**src/rtl/wishbone_arbiter.sv**
```systemverilog
// Two-master, one-slave single-beat Wishbone arbiter with alternating priority
// and a watchdog that aborts a stalled grant with an error.
module wishbone_arbiter #(
  parameter int TIMEOUT = 255,
  parameter int TO_W    = 8
) (
  input  logic        clk,
  input  logic        rst,
  output logic [1:0]  grant_o,

  input  logic        m0_cyc_i,
  input  logic        m0_stb_i,
  input  logic        m0_we_i,
  input  logic [3:0]  m0_sel_i,
  input  logic [31:0] m0_addr_i,
  input  logic [31:0] m0_data_i,
  output logic [31:0] m0_data_o,
  output logic        m0_ack_o,
  output logic        m0_err_o,

  input  logic        m1_cyc_i,
  input  logic        m1_stb_i,
  input  logic        m1_we_i,
  input  logic [3:0]  m1_sel_i,
  input  logic [31:0] m1_addr_i,
  input  logic [31:0] m1_data_i,
  output logic [31:0] m1_data_o,
  output logic        m1_ack_o,
  output logic        m1_err_o,

  output logic        s_cyc_o,
  output logic        s_stb_o,
  output logic        s_we_o,
  output logic [3:0]  s_sel_o,
  output logic [31:0] s_addr_o,
  output logic [31:0] s_data_o,
  input  logic [31:0] s_data_i,
  input  logic        s_ack_i
);

  typedef enum logic [1:0] {IDLE = 2'd0, GRANT0 = 2'd1, GRANT1 = 2'd2} state_t;

  state_t          state;
  logic            last1;
  logic [TO_W-1:0] to_cnt;

  logic req0, req1, to_hit, cur_cyc, cur_stb, abort;

  assign req0   = m0_cyc_i & m0_stb_i;
  assign req1   = m1_cyc_i & m1_stb_i;
  assign to_hit = (to_cnt == TO_W'(TIMEOUT - 1));

  always_ff @(posedge clk or posedge rst) begin
    if (rst) begin
      state  <= IDLE;
      last1  <= 1'b0;
      to_cnt <= '0;
    end else begin
      case (state)
        IDLE: begin
          to_cnt <= '0;
          // On contention the master that did not win last time gets the bus.
          if (req0 && req1) begin
            state <= last1 ? GRANT0 : GRANT1;
            last1 <= ~last1;
          end else if (req1) begin
            state <= GRANT1;
            last1 <= 1'b1;
          end else if (req0) begin
            state <= GRANT0;
            last1 <= 1'b0;
          end
        end
        GRANT0, GRANT1: begin
          if (s_ack_i || !cur_cyc || to_hit) state <= IDLE;
          else                               to_cnt <= to_cnt + 1'b1;
        end
        default: state <= IDLE;
      endcase
    end
  end

  always_comb begin
    cur_cyc  = 1'b0;
    cur_stb  = 1'b0;
    s_we_o   = 1'b0;
    s_sel_o  = '0;
    s_addr_o = '0;
    s_data_o = '0;
    grant_o  = 2'b00;
    case (state)
      GRANT0: begin
        cur_cyc  = m0_cyc_i;
        cur_stb  = m0_stb_i;
        s_we_o   = m0_we_i;
        s_sel_o  = m0_sel_i;
        s_addr_o = m0_addr_i;
        s_data_o = m0_data_i;
        grant_o  = 2'b01;
      end
      GRANT1: begin
        cur_cyc  = m1_cyc_i;
        cur_stb  = m1_stb_i;
        s_we_o   = m1_we_i;
        s_sel_o  = m1_sel_i;
        s_addr_o = m1_addr_i;
        s_data_o = m1_data_i;
        grant_o  = 2'b10;
      end
      default: ;
    endcase
  end

  // A late ack wins over the watchdog; an abandoned cycle gets neither.
  assign abort    = cur_cyc & ~s_ack_i & to_hit;
  assign s_cyc_o  = cur_cyc & ~abort;
  assign s_stb_o  = cur_stb & ~abort;

  assign m0_ack_o = (state == GRANT0) & s_ack_i;
  assign m1_ack_o = (state == GRANT1) & s_ack_i;
  assign m0_err_o = (state == GRANT0) & abort;
  assign m1_err_o = (state == GRANT1) & abort;

  assign m0_data_o = s_data_i;
  assign m1_data_o = s_data_i;

endmodule

```
**config.mk**
```make
export PLATFORM = sky130hd
export DESIGN_NAME = wishbone_arbiter
export DESIGN_NICKNAME = d
export VERILOG_FILES = /design/src/rtl/wishbone_arbiter.sv
export SDC_FILE = /design/constraint.sdc
export NUM_CORES = 1
export LEC_CHECK = 0
export ABC_AREA = 1
export CAP_MARGIN = 20
export CORE_AREA = 4 4 122 124
export CTS_CLUSTER_SIZE = 20
export DETAILED_ROUTE_END_ITERATION = 8
export DIE_AREA = 0 0 126 128
export GPL_ROUTABILITY_DRIVEN = 1
export GPL_TIMING_DRIVEN = 0
export PLACE_DENSITY_LB_ADDON = 0.05
export SLEW_MARGIN = 20
export SYNTH_ARGS = -nofsm -noshare
export SYNTH_HDL_FRONTEND = slang
export SYNTH_SLANG_ARGS = --single-unit
```
**constraint.sdc**
```tcl
create_clock -name clk -period 1.5 [get_ports clk]
set_input_delay 0.3 -clock clk [delete_from_list [all_inputs] [get_ports clk]]
set_output_delay 0.3 -clock clk [all_outputs]
set_load 0.005 [all_outputs]
```
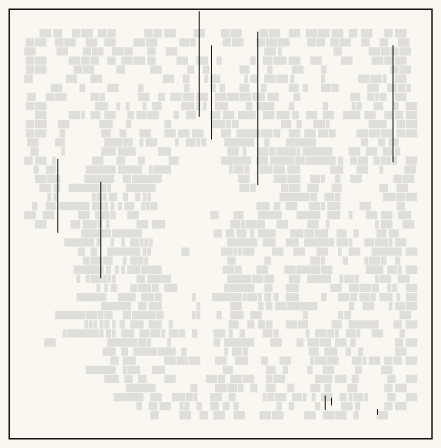
Figure 1: the metal 4 layer.
longest straight run: 45.6 microns
wire length on this layer: 197 microns
nets with wire on the layer: 8
share of all routed wire: 1.2%

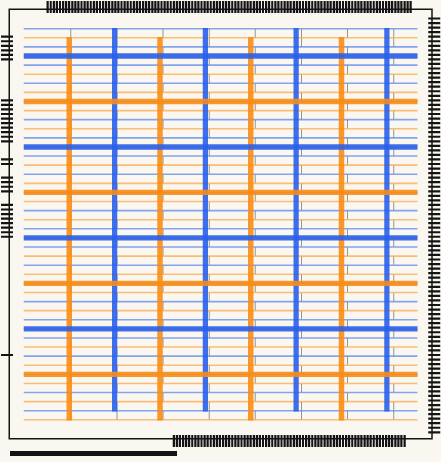
Figure 2: power grid.
Scale bar: 50 microns. Pins as bars on the die edge. Tap cells in grey.
[VDD] blue
[VSS] orange
met1 rails: 44
signal pins: 318

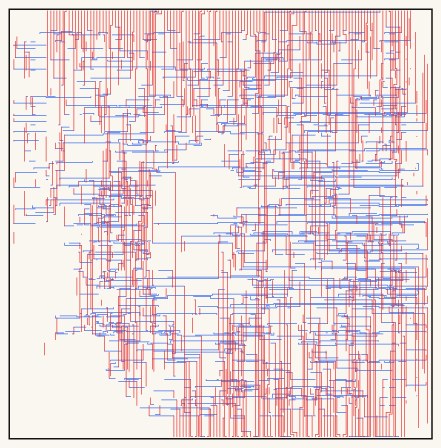
Figure 3: metal layers overlaid.
Two of the layers only.
[metal 2] red | wire length: 8920 microns
[metal 1] blue | wire length: 6160 microns

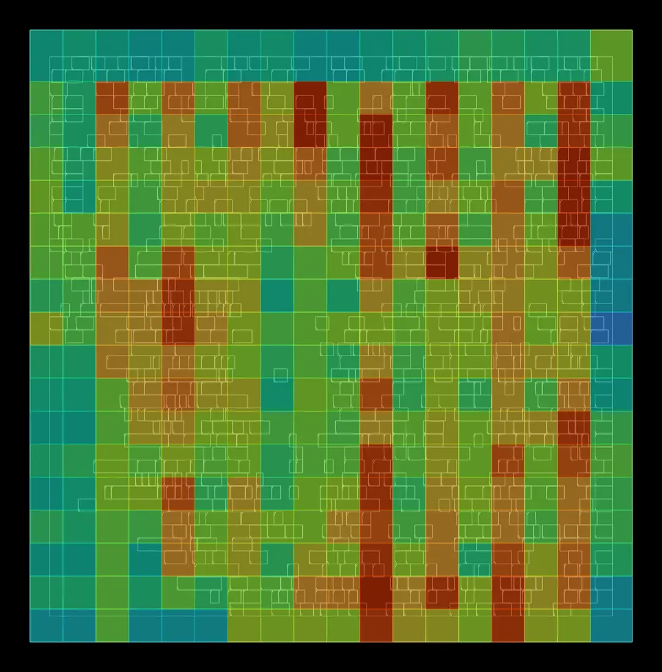
Figure 4: track usage over the die.
Post-Route Utilization: 48.8%
wire length per cell: 18.0 microns
peak-usage layer in the global routing report: met2

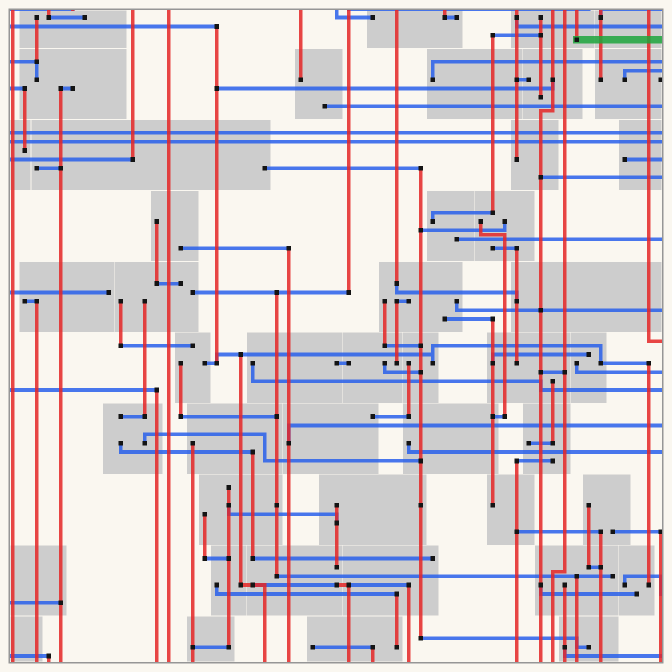
Figure 5: a small window of the routed layout.
Region (82, 20) to (107, 45) microns. Cells in grey, sequential cells in the stronger grey; small squares are vias.
[metal 1] blue
[metal 3] green
[metal 2] red
cells with their middle in the window: 43
most frequent: clkdlybuf4s50_1 (12), buf_2 (9), a21oi_2 (7)
sequential cells in the window: 0

==> run notes <==
Results of the run.

The number of nets handed over by synthesis was around 600. In this run, CTS created clock tree buffers numbering 3. The floorplan step records an initial core utilization of roughly 17%. In the Yosys stats the netlist draws on 25 distinct library cells. The OpenROAD warning count is 33.

The run finished, with violations left. Setup slack on the critical path of the routed design comes to -0.470 ns. Summed over all failing endpoints, the final setup total negative slack is -31.27 ns. The number of violations reported at the end of detailed-routing iteration 0 is 109. For reference, the final report shows the hold violation count at 0. Across all layers, the routed design uses 3794 vias.

According to the finish report, the design has a final net count of 922. The pin count of the biggest net entering global routing is 12. The number of setup violations in the final report is ~87.

CTS built an H-tree with a depth of 1. The cell count after synthesis is 412. The final non-filler cell total is 920. The final HPWL from detailed placement is between 10 and 15 mm. The checks that failed: negative setup slack. The OpenROAD report gives the critical path a required time of 1.20 ns. For this design, the sink count on the clock tree is 11.
-- cells in the final DEF, fill, tap and decap left out, types with 2 or more instances in the layout --
cell,count
sky130_fd_sc_hd__clkdlybuf4s50_1,208
sky130_fd_sc_hd__buf_2,70
sky130_fd_sc_hd__o21bai_1,2
sky130_fd_sc_hd__a21oi_4,2
sky130_fd_sc_hd__buf_8,12
sky130_fd_sc_hd__nand2_4,29
sky130_fd_sc_hd__nand3_1,3
sky130_fd_sc_hd__buf_12,11
sky130_fd_sc_hd__nor2_4,2
sky130_fd_sc_hd__nand2_1,90
sky130_fd_sc_hd__diode_2,3
sky130_fd_sc_hd__clkbuf_16,17
sky130_fd_sc_hd__nand2_2,62
sky130_fd_sc_hd__o21ai_2,2
sky130_fd_sc_hd__o21ai_1,3
sky130_fd_sc_hd__a21oi_2,69
sky130_fd_sc_hd__inv_1,10
sky130_fd_sc_hd__buf_4,78
sky130_fd_sc_hd__nand3_2,7
sky130_fd_sc_hd__nor2_1,10
sky130_fd_sc_hd__inv_4,2
sky130_fd_sc_hd__dfrtp_1,10
sky130_fd_sc_hd__o21ai_0,3
sky130_fd_sc_hd__ha_4,4
sky130_fd_sc_hd__ha_1,3
sky130_fd_sc_hd__buf_6,15
sky130_fd_sc_hd__inv_2,2
-- worst paths after layout --
path,slack (ns),to,depth (start not counted),from
setup reg to reg,-0.09,to_cnt[4],10,state[0]
max in group asynchronous,0.80,state[0],2,rst
setup / recovery,-0.47,s_cyc_o,9,state[1]
hold reg to reg,0.53,to_cnt[7],2,to_cnt[7]
min in group clk,0.53,to_cnt[7],2,to_cnt[7]
hold / removal,0.37,to_cnt[5],2,rst
-- final cells by class --
cell class | count | area (sq um) | area share (%)
multi-input cells | 297 | 2090 | 31.1
clock buffers | 4 | 78.8 | 1.17
inverters | 15 | 66.3 | 0.987
flip-flops and latches | 11 | 277 | 4.11
diodes | 3 | 7.51 | 0.112
repair buffers | 323 | 3040 | 45.2
well taps | 180 | 225 | 3.35
plain buffers | 87 | 936 | 13.9
-- repair_timing --
item	CTS	global route
endpoints found under the setup margin	86	86
resized	421	125
cloned	5	10
pin swaps	31	41
hold buffers	0	0
setup buffers	19	7
-- power breakdown --
| part | switching (W) | internal (W) |
|---|---|---|
| clock | 0.000142 | 0.000358 |
| sequential | 0.0000496 | 0.000351 |
| combinational | 0.00366 | 0.00409 |
| total | 0.00385 | 0.00480 |
-- through the flow --
step,utilization [%],hold slack (ns)
floorplan,-,0.152
global placement,41.3,0.521
detailed placement,41.3,0.524
CTS,44.4,0.384
global route,48.8,0.428
finish,48.8,0.365
-- layer usage --
| layer | vias up | track usage (%) | wire length, microns |
|---|---|---|---|
| li1 | 1902 | - | - |
| met1 | 1730 | 20.8 | 6160 |
| met2 | 141 | 34.0 | 8920 |
| met3 | 17 | 5.96 | 1290 |
| met4 | 4 | 4.10 | 197 |
| met5 | - | 0 | 35 |
-- flip-flops by register name, indices dropped and copies added (netlist names) --
register / count
last1: 1
to_cnt: 8
state: 2
No activity file was given, so power comes from the tool's default toggle rates.
